<file path="config.mk">
export PLATFORM = sky130hd
export DESIGN_NAME = eth_rx_dispatcher
export DESIGN_NICKNAME = d
export VERILOG_FILES = /design/src/rtl/eth_disp_pkg.sv /design/src/rtl/eth_rx_delay_line.sv /design/src/rtl/eth_rx_dispatcher.sv
export SDC_FILE = /design/constraint.sdc
export NUM_CORES = 1
export LEC_CHECK = 0
export CORE_MARGIN = 1
export CORE_UTILIZATION = 50
export DETAILED_ROUTE_END_ITERATION = 10
export DONT_BUFFER_PORTS = 1
export GPL_TIMING_DRIVEN = 0
export SLEW_MARGIN = 20
export SYNTH_ARGS = -nofsm -noshare
export SYNTH_HDL_FRONTEND = slang
export SYNTH_SLANG_ARGS = --single-unit
export TNS_END_PERCENT = 1
</file>
<file path="constraint.sdc">
create_clock -name rgmii_clk -period 2.8 [get_ports rgmii_clk]
set_clock_uncertainty 0.1 [all_clocks]
set_input_delay 0.84 -clock rgmii_clk [delete_from_list [all_inputs] [get_ports rgmii_clk]]
set_output_delay 0.84 -clock rgmii_clk [all_outputs]
set_load 0.05 [all_outputs]
</file>
<file path="src/rtl/eth_disp_pkg.sv">
// Shared types for the Ethernet RX dispatcher.
//   NUM_CH      : number of downstream receive channels
//   ch_idx_t    : channel index; TAG_INVALID marks a byte whose frame is still undecided
//   state_e     : dispatcher FSM states
//   stage_t     : one delay-line slot {data, valid, last, dest, drop}
//   tag_ok()    : legal-and-enabled check for a channel tag byte
package eth_disp_pkg;

  localparam int unsigned NUM_CH = 3;

  typedef logic [1:0] ch_idx_t;

  localparam ch_idx_t TAG_INVALID = 2'd3;

  typedef enum logic [2:0] {
    WAIT_GAP,
    IDLE,
    HDR,
    FWD,
    DROP
  } state_e;

  typedef struct packed {
    logic [7:0] data;
    logic       valid;
    logic       last;
    ch_idx_t    dest;
    logic       drop;
  } stage_t;

  function automatic logic tag_ok(input logic [7:0] tag, input logic [NUM_CH-1:0] en);
    return (tag < 8'(NUM_CH)) && en[tag[1:0]];
  endfunction

endpackage

</file>
<file path="src/rtl/eth_rx_delay_line.sv">
// Fixed-depth shift register of stage_t slots.
//   clk_i, rst_ni     : clock, asynchronous active-low reset
//   in_i              : slot entering stage 0 (already tagged by the caller)
//   retag_i           : resolve every undecided slot while it shifts
//   retag_drop_i      : resolve as dropped (else as retag_dest_i)
//   retag_dest_i      : destination channel for resolved slots
//   mark_last_i       : flag the youngest stored slot as last byte of its frame
//   tail_o            : oldest slot
module eth_rx_delay_line
  import eth_disp_pkg::*;
#(
  parameter int unsigned DEPTH = 15
) (
  input  logic    clk_i,
  input  logic    rst_ni,
  input  stage_t  in_i,
  input  logic    retag_i,
  input  logic    retag_drop_i,
  input  ch_idx_t retag_dest_i,
  input  logic    mark_last_i,
  output stage_t  tail_o
);

  stage_t stage_q [DEPTH];
  stage_t stage_d [DEPTH];

  // Only slots still waiting on their frame's tag are touched; the tail of an
  // older, already-decided frame sharing the line keeps its own dest/drop.
  function automatic stage_t resolve(input stage_t s, input logic mark);
    stage_t r;
    r = s;
    if (retag_i && s.valid && !s.drop && (s.dest == TAG_INVALID)) begin
      if (retag_drop_i) r.drop = 1'b1;
      else              r.dest = retag_dest_i;
    end
    r.last = s.last | mark;
    return r;
  endfunction

  always_comb begin
    stage_d[0] = in_i;
    for (int unsigned k = 1; k < DEPTH; k++) begin
      stage_d[k] = resolve(stage_q[k-1], (k == 1) && mark_last_i);
    end
  end

  always_ff @(posedge clk_i or negedge rst_ni) begin
    if (!rst_ni) begin
      for (int unsigned k = 0; k < DEPTH; k++) stage_q[k] <= '0;
    end else begin
      for (int unsigned k = 0; k < DEPTH; k++) stage_q[k] <= stage_d[k];
    end
  end

  // With a single stage the marked byte is already leaving the line.
  always_comb begin
    tail_o = stage_q[DEPTH-1];
    if (DEPTH == 1) tail_o.last = tail_o.last | mark_last_i;
  end

endmodule

</file>
<file path="src/rtl/eth_rx_dispatcher.sv">
// Routes each complete MAC RX frame to one of three channels chosen by the
// tag byte at TAG_OFFSET; frames switch only on boundaries. Bytes wait in a
// TAG_OFFSET+1 deep delay line until the tag is known; latency TAG_OFFSET+2.
//   rgmii_clk, rst_n              : clock, asynchronous active-low reset
//   mac_rx_data/_valid            : incoming byte stream
//   chan_en[2:0]                  : channel enables, sampled at tag decision
//   ch{0,1,2}_data/_valid         : registered per-channel outputs
//   frm_cnt{0,1,2}, drop_cnt      : statistics (ETH_RX_DISP_STATS_EN), else 0
module eth_rx_dispatcher
  import eth_disp_pkg::*;
#(
  parameter int unsigned TAG_OFFSET = 14,
  parameter int unsigned CNT_W      = 16
) (
  input  logic             rgmii_clk,
  input  logic             rst_n,
  input  logic [7:0]       mac_rx_data,
  input  logic             mac_rx_data_valid,
  input  logic [2:0]       chan_en,
  output logic [7:0]       ch0_data,
  output logic [7:0]       ch1_data,
  output logic [7:0]       ch2_data,
  output logic             ch0_valid,
  output logic             ch1_valid,
  output logic             ch2_valid,
  output logic [CNT_W-1:0] frm_cnt0,
  output logic [CNT_W-1:0] frm_cnt1,
  output logic [CNT_W-1:0] frm_cnt2,
  output logic [CNT_W-1:0] drop_cnt
);

  localparam int unsigned BC_W = $clog2(TAG_OFFSET + 2);
  typedef logic [BC_W-1:0] bcnt_t;
  localparam bcnt_t TAG_IDX = bcnt_t'(TAG_OFFSET);
  localparam bcnt_t BC_SAT  = bcnt_t'(TAG_OFFSET + 1);

  state_e  state_q, state_d;
  bcnt_t   cnt_q, cnt_d;
  ch_idx_t dest_q, dest_d;

  stage_t  in_s, tail;
  logic    at_tag, retag, retag_drop, mark_last, drop_evt;
  ch_idx_t retag_dest;

  always_comb begin
    state_d    = state_q;
    cnt_d      = cnt_q;
    dest_d     = dest_q;
    at_tag     = 1'b0;
    retag      = 1'b0;
    retag_drop = 1'b0;
    retag_dest = dest_q;
    mark_last  = 1'b0;
    drop_evt   = 1'b0;
    in_s.data  = mac_rx_data;
    in_s.valid = mac_rx_data_valid;
    in_s.last  = 1'b0;
    in_s.dest  = TAG_INVALID;
    in_s.drop  = 1'b0;

    case (state_q)
      WAIT_GAP: begin
        in_s.drop = 1'b1;
        if (!mac_rx_data_valid) state_d = IDLE;
      end
      IDLE: begin
        if (mac_rx_data_valid) begin
          at_tag  = (TAG_OFFSET == 0);
          cnt_d   = bcnt_t'(1);
          state_d = HDR;
        end
      end
      HDR: begin
        if (mac_rx_data_valid) begin
          at_tag = (cnt_q == TAG_IDX);
          if (cnt_q != BC_SAT) cnt_d = cnt_q + bcnt_t'(1);
        end else begin
          // Runt: squash the partial frame still waiting in the line.
          retag      = 1'b1;
          retag_drop = 1'b1;
          drop_evt   = 1'b1;
          state_d    = IDLE;
        end
      end
      FWD: begin
        in_s.dest = dest_q;
        if (!mac_rx_data_valid) begin
          mark_last = 1'b1;
          state_d   = IDLE;
        end
      end
      DROP: begin
        in_s.drop = 1'b1;
        if (!mac_rx_data_valid) state_d = IDLE;
      end
      default: state_d = WAIT_GAP;
    endcase

    if (at_tag) begin
      retag = 1'b1;
      if (tag_ok(mac_rx_data, chan_en)) begin
        dest_d     = mac_rx_data[1:0];
        retag_dest = mac_rx_data[1:0];
        in_s.dest  = mac_rx_data[1:0];
        state_d    = FWD;
      end else begin
        retag_drop = 1'b1;
        in_s.drop  = 1'b1;
        drop_evt   = 1'b1;
        state_d    = DROP;
      end
    end
  end

  always_ff @(posedge rgmii_clk or negedge rst_n) begin
    if (!rst_n) begin
      state_q <= WAIT_GAP;
      cnt_q   <= '0;
      dest_q  <= TAG_INVALID;
    end else begin
      state_q <= state_d;
      cnt_q   <= cnt_d;
      dest_q  <= dest_d;
    end
  end

  eth_rx_delay_line #(
    .DEPTH(TAG_OFFSET + 1)
  ) u_dly (
    .clk_i        (rgmii_clk),
    .rst_ni       (rst_n),
    .in_i         (in_s),
    .retag_i      (retag),
    .retag_drop_i (retag_drop),
    .retag_dest_i (retag_dest),
    .mark_last_i  (mark_last),
    .tail_o       (tail)
  );

  logic                fwd;
  logic [7:0]          data_q [NUM_CH];
  logic [NUM_CH-1:0]   valid_q;

  assign fwd = tail.valid && !tail.drop;

  always_ff @(posedge rgmii_clk or negedge rst_n) begin
    if (!rst_n) begin
      valid_q <= '0;
      for (int unsigned c = 0; c < NUM_CH; c++) data_q[c] <= '0;
    end else begin
      for (int unsigned c = 0; c < NUM_CH; c++) begin
        valid_q[c] <= fwd && (tail.dest == ch_idx_t'(c));
        data_q[c]  <= (fwd && (tail.dest == ch_idx_t'(c))) ? tail.data : '0;
      end
    end
  end

  assign ch0_data  = data_q[0];
  assign ch1_data  = data_q[1];
  assign ch2_data  = data_q[2];
  assign ch0_valid = valid_q[0];
  assign ch1_valid = valid_q[1];
  assign ch2_valid = valid_q[2];

`ifdef ETH_RX_DISP_STATS_EN
  logic [CNT_W-1:0] frm_q [NUM_CH];
  logic [CNT_W-1:0] drop_q;

  always_ff @(posedge rgmii_clk or negedge rst_n) begin
    if (!rst_n) begin
      drop_q <= '0;
      for (int unsigned c = 0; c < NUM_CH; c++) frm_q[c] <= '0;
    end else begin
      if (drop_evt && (drop_q != '1)) drop_q <= drop_q + 1'b1;
      for (int unsigned c = 0; c < NUM_CH; c++) begin
        if (fwd && tail.last && (tail.dest == ch_idx_t'(c)) && (frm_q[c] != '1))
          frm_q[c] <= frm_q[c] + 1'b1;
      end
    end
  end

  assign frm_cnt0 = frm_q[0];
  assign frm_cnt1 = frm_q[1];
  assign frm_cnt2 = frm_q[2];
  assign drop_cnt = drop_q;
`else
  logic unused_stats;
  assign unused_stats = ^{tail.last, drop_evt};
  assign frm_cnt0 = '0;
  assign frm_cnt1 = '0;
  assign frm_cnt2 = '0;
  assign drop_cnt = '0;
`endif

endmodule

</file>
Cell density map:
The die is cut into 12 by 12 equal tiles; white is low, dark blue is high, 0 to 100% covered.
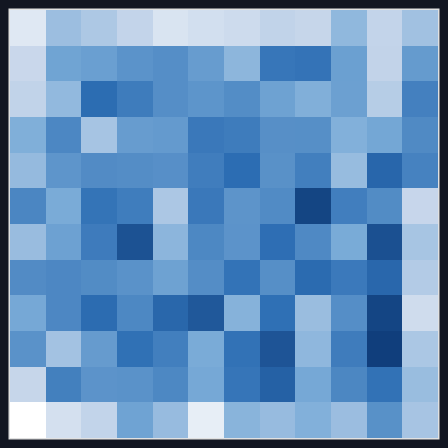
- nearly empty tiles: 0.70%
- fullest tile: 94%
- mean over tiles: 55%

Gate families picked out:
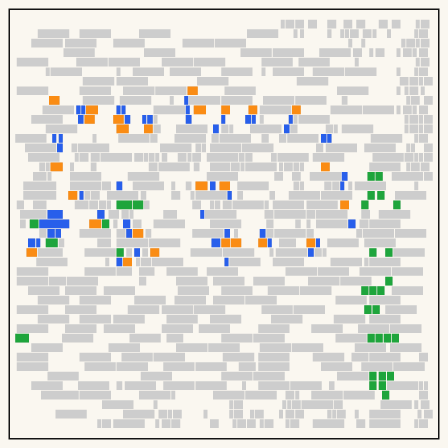
- NAND gates: blue (cells 48)
- AND and OR gates: green (cells 31)
- AND-OR and OR-AND gates: orange (cells 26)

Metal 2:
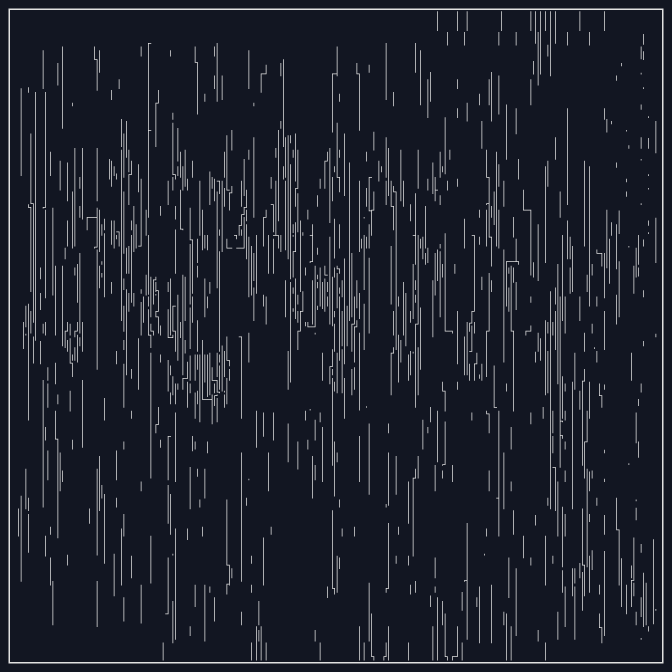
- main direction: vertical
- longest straight run: 46.6 µm
- share of all routed wire: 49%

Routing congestion:
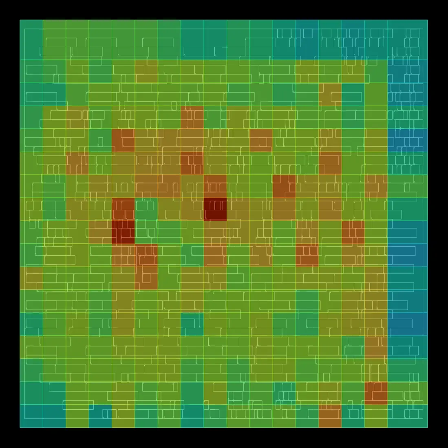
final core utilization: 60.17%
met3 track utilization from global routing: 3.578%

metal layers:
layer	up-vias	global-route usage [%]	wire, µm
met2	111	22.82	4886
li1	1720	-	-
met3	12	3.578	732
met5	-	0	0
met4	0	4.802	124
met1	1803	18.29	4147
cell families (layout without fill, tap and decap cells):
kind of cell,Yosys count,count (layout),synth area share (%)
AND-OR/OR-AND,60,60,6.287
adder cells (fa/ha/maj),2,2,0.3454
buffers and inverters,84,123,7.910
flip-flops,216,216,74.65
multiplexers,3,3,0.4663
other,1,64,0.05176
AND/OR/NAND/NOR,129,129,10.29
worst reg2reg max path: cells and delay by family (launching register included):
family                 cells  cell delay [ns]
DFF                        1             0.36
and+or+nand+nor            3             0.92
AOI/OAI and AO/OA          1             0.38
buffers and inverters      1             0.16
==> run notes <==
Results of the flow run.

The first TritonRoute pass finished after 4 iterations. The count of flip-flops and latches stands at 216. The post-synthesis register bit count stands at roughly 220.

The area growth from synthesis to layout is 16.18%. The internal power of the cells totals 5.185 mW. The type recorded for the worst min-delay path is in2async. The worst setup path is launched from a register. The switching power stands at ~1.5 mW. Cells with a size suffix above 1 make up 21.11% of the layout. Yosys stat counts 495 cells in the synthesized netlist.

The fraction of power spent switching nets stands at 22.90%. The warning total across the stage logs stands at 31. Ranked by instance count, the synthesized netlist is headed by 214 x dfrtp_1, 65 x buf_4, 24 x and2_1. The synthesis report lists the most area-consuming cells as dfrtp_1 74%, buf_4 6.7%, and2_1 2.1%. The placement summary gives the final routability congestion estimate as ~0.78. The count of unresolved DRC violations after routing stands at 0.

Max-slew check failures listed in the final report amount to 0. For this run, the script counts the antenna cells in the layout as 0. The placed wire-length estimate stands at between 6 and 7 mm.

The tree is rooted in a clkbuf_16. The later-pin clock latency in the skew report stands at 0.49 ns. Clock tree buffers and inverters occupy 8.444% of the routed design's cell area. The fmax stands at approximately 490 MHz. The run finished, with violations left. Multi-input combinational cells in the finished layout were counted as 258. The share of cell area taken by multi-input logic gates stands at ~18%. The pre-CTS setup check shows a worst slack of between 0.2 and 0.3 ns.

The post-layout period usage of the worst path stands at roughly 73%. The total of clock buffers placed in the layout stands at 33. The library cell used most frequently in the layout, excluding fill and tap cells, is dfrtp_1.

The mapped netlist covers ~7200 µm². Of the total power, combinational logic draws 7.4%. The worst setup slack for register-to-register paths stands at approximately 0.77 ns. Once the floorplan was initialized, standard cells occupied about half of the core. For the finished layout, the period the worst path requires is between 2 and 2.5 ns. The proportion of register bits with asynchronous set or reset after synthesis stands at 100.0%.

The clock network power reported by the tool is 2.75 mW. For this floorplan the total number of well-tap instances is between 150 and 200. Per the synthesis report, the number of distinct cell types is 47. The worst-case reg-to-reg path depth stands at 5. The post-CTS clock slew at the launch and capture registers of the worst setup and hold paths stands at approximately 0.06 ns.

The worst setup path is of the reg2out kind. The clock sink total stands at roughly 220. The count of library flops with an enable pin stands at 0. The routed layout has 3646 vias.

The highest ir drop seen on vdd stands at around 0.00046 V. Sequential cells make up ~64% of the cell area. Per the CTS log, the maximum H-tree level is 1. According to the timing report, the critical path is launched from ch0_data[0]. In the final design, more cell area goes to sequential cells than to any other class. The via count of the first global-routing pass stands at 3563.

Entering global routing, the biggest net connects between 200 and 250 pins. The pin closest to its max-slew limit shows a slew of 0.8493 ns. The top fanout value on the critical path stands at 1.

Buffers added to address setup during post-CTS repair amount to 0. Per Yosys stat, the portion of area used by sequential elements is between 70% and 80%. The final reports fail on hold timing. According to the floorplan report, the total die area is roughly 15000 µm². The post-detailed-placement cell area stands at a little under 8000 µm². TritonCTS built the clock tree.

The script extracted a total leakage power of 4.036 nW. The average cell area after synthesis stands at 14.64 µm². The post-synthesis chip area from yosys stands at 7244 µm².

The post-synthesis instance total stands at around 500. The count of final setup violators stands at 0. The initialized floorplan defines 43 standard-cell rows. The horizontal die dimension stands at between 100 and 150 µm. The multi-input gate area in the final layout stands at between 1500 and 2000 µm². The launch point of the worst register-to-register path is recorded as state_q[0]. The number of antenna violations at the first check in global routing stands at 0. At the end of the flow, the number of nets in the layout was between 500 and 600.

The die extent in y stands at around 120 µm. The vias per cell stands at between 4 and 5. Per the synthesis report, the dominant area consumer among library cells is dfrtp_1. Port buffering added 0 buffers. The sequential standard cell area stands at between 5000 and 6000 µm². The number of inserted filler cells in the final layout stands at ~1100. The area of all placed cells without fillers stands at around 8400 µm².

TritonCTS created 22 clock buffers. The required time at the worst-slack endpoint stands at 1.86 ns. The register with the most flip-flops in the layout has around 130 of them.

All stages included, the depth of the critical timing path comes to 0. By instance count after routing, the leading logic cell types are 214 x dfrtp_1, 65 x buf_4, 64 x conb_1, 24 x and2_1, 22 x clkbuf_16. For the worst reg-to-reg path, the endpoint reported by OpenROAD is u_dly.stage_q[40]. The post-cts gate resize count stands at 0. The capture point of the critical path was reported as ch0_data[0]. The synthesis warning total stands at 0. The report lists the power per cell area as roughly 800 nW/µm².

The post-detailed-route wirelength per cell stands at 12.73 µm. Setup repair after global routing left no endpoint under its margin. The remaining antenna violation count after routing stands at 0.

The overall track demand over capacity in global routing stands at ~14%. Non-clock inverters in the final layout number 11. The clock network power share stands at between 40% and 50%. Of all power groups, the one with the highest power is registers.

The smallest setup slack after layout stands at approximately 0.75 ns. Non-clock buffering takes up under 10% of total cell area after layout. For this run the aggregate overflow at the end of global routing stands at 0. Setup total negative slack on the finished layout was measured at 0 ns. The area share of the largest cell type after synthesis stands at between 70% and 80%. The max-capacitance violation count stands at 0. The final cell count without fillers stands at between 700 and 800.

The number of failing hold endpoints at the final stage stands at roughly 210. Per report_power, the Combinational row totals 0.500 mW. The data arrival time reported for the critical path is 1.11 ns.

In the post-route report, total wirelength is listed as 9.891 mm. The minimum hold slack stands at -0.05312 ns. The I/O pin total stands at about 110. The proportion of power drawn by flip-flops and latches stands at about half. The total power after layout stands at roughly 6.7 mW. The placed instance count stands at approximately 740. Looking at the gate-level netlist, the highest instance count belongs to dfrtp_1. The area of the core region stands at roughly 14000 µm². Post-synth the commonest register cell is dfrtp_1. The DRC violation total after the first TritonRoute iteration stands at approximately 150. The worst setup path is captured at a primary output. The worst-case max-slew headroom was logged as a little over two fifths. The reported sequential group power stands at between 3 and 4 mW. The number of non-clock buffers in the layout stands at ~73. The first global-routing pass estimated 16.62 mm of wire. The worst-case clock buffer depth stands at 3.
No activity file was given, so power comes from the tool's default toggle rates.
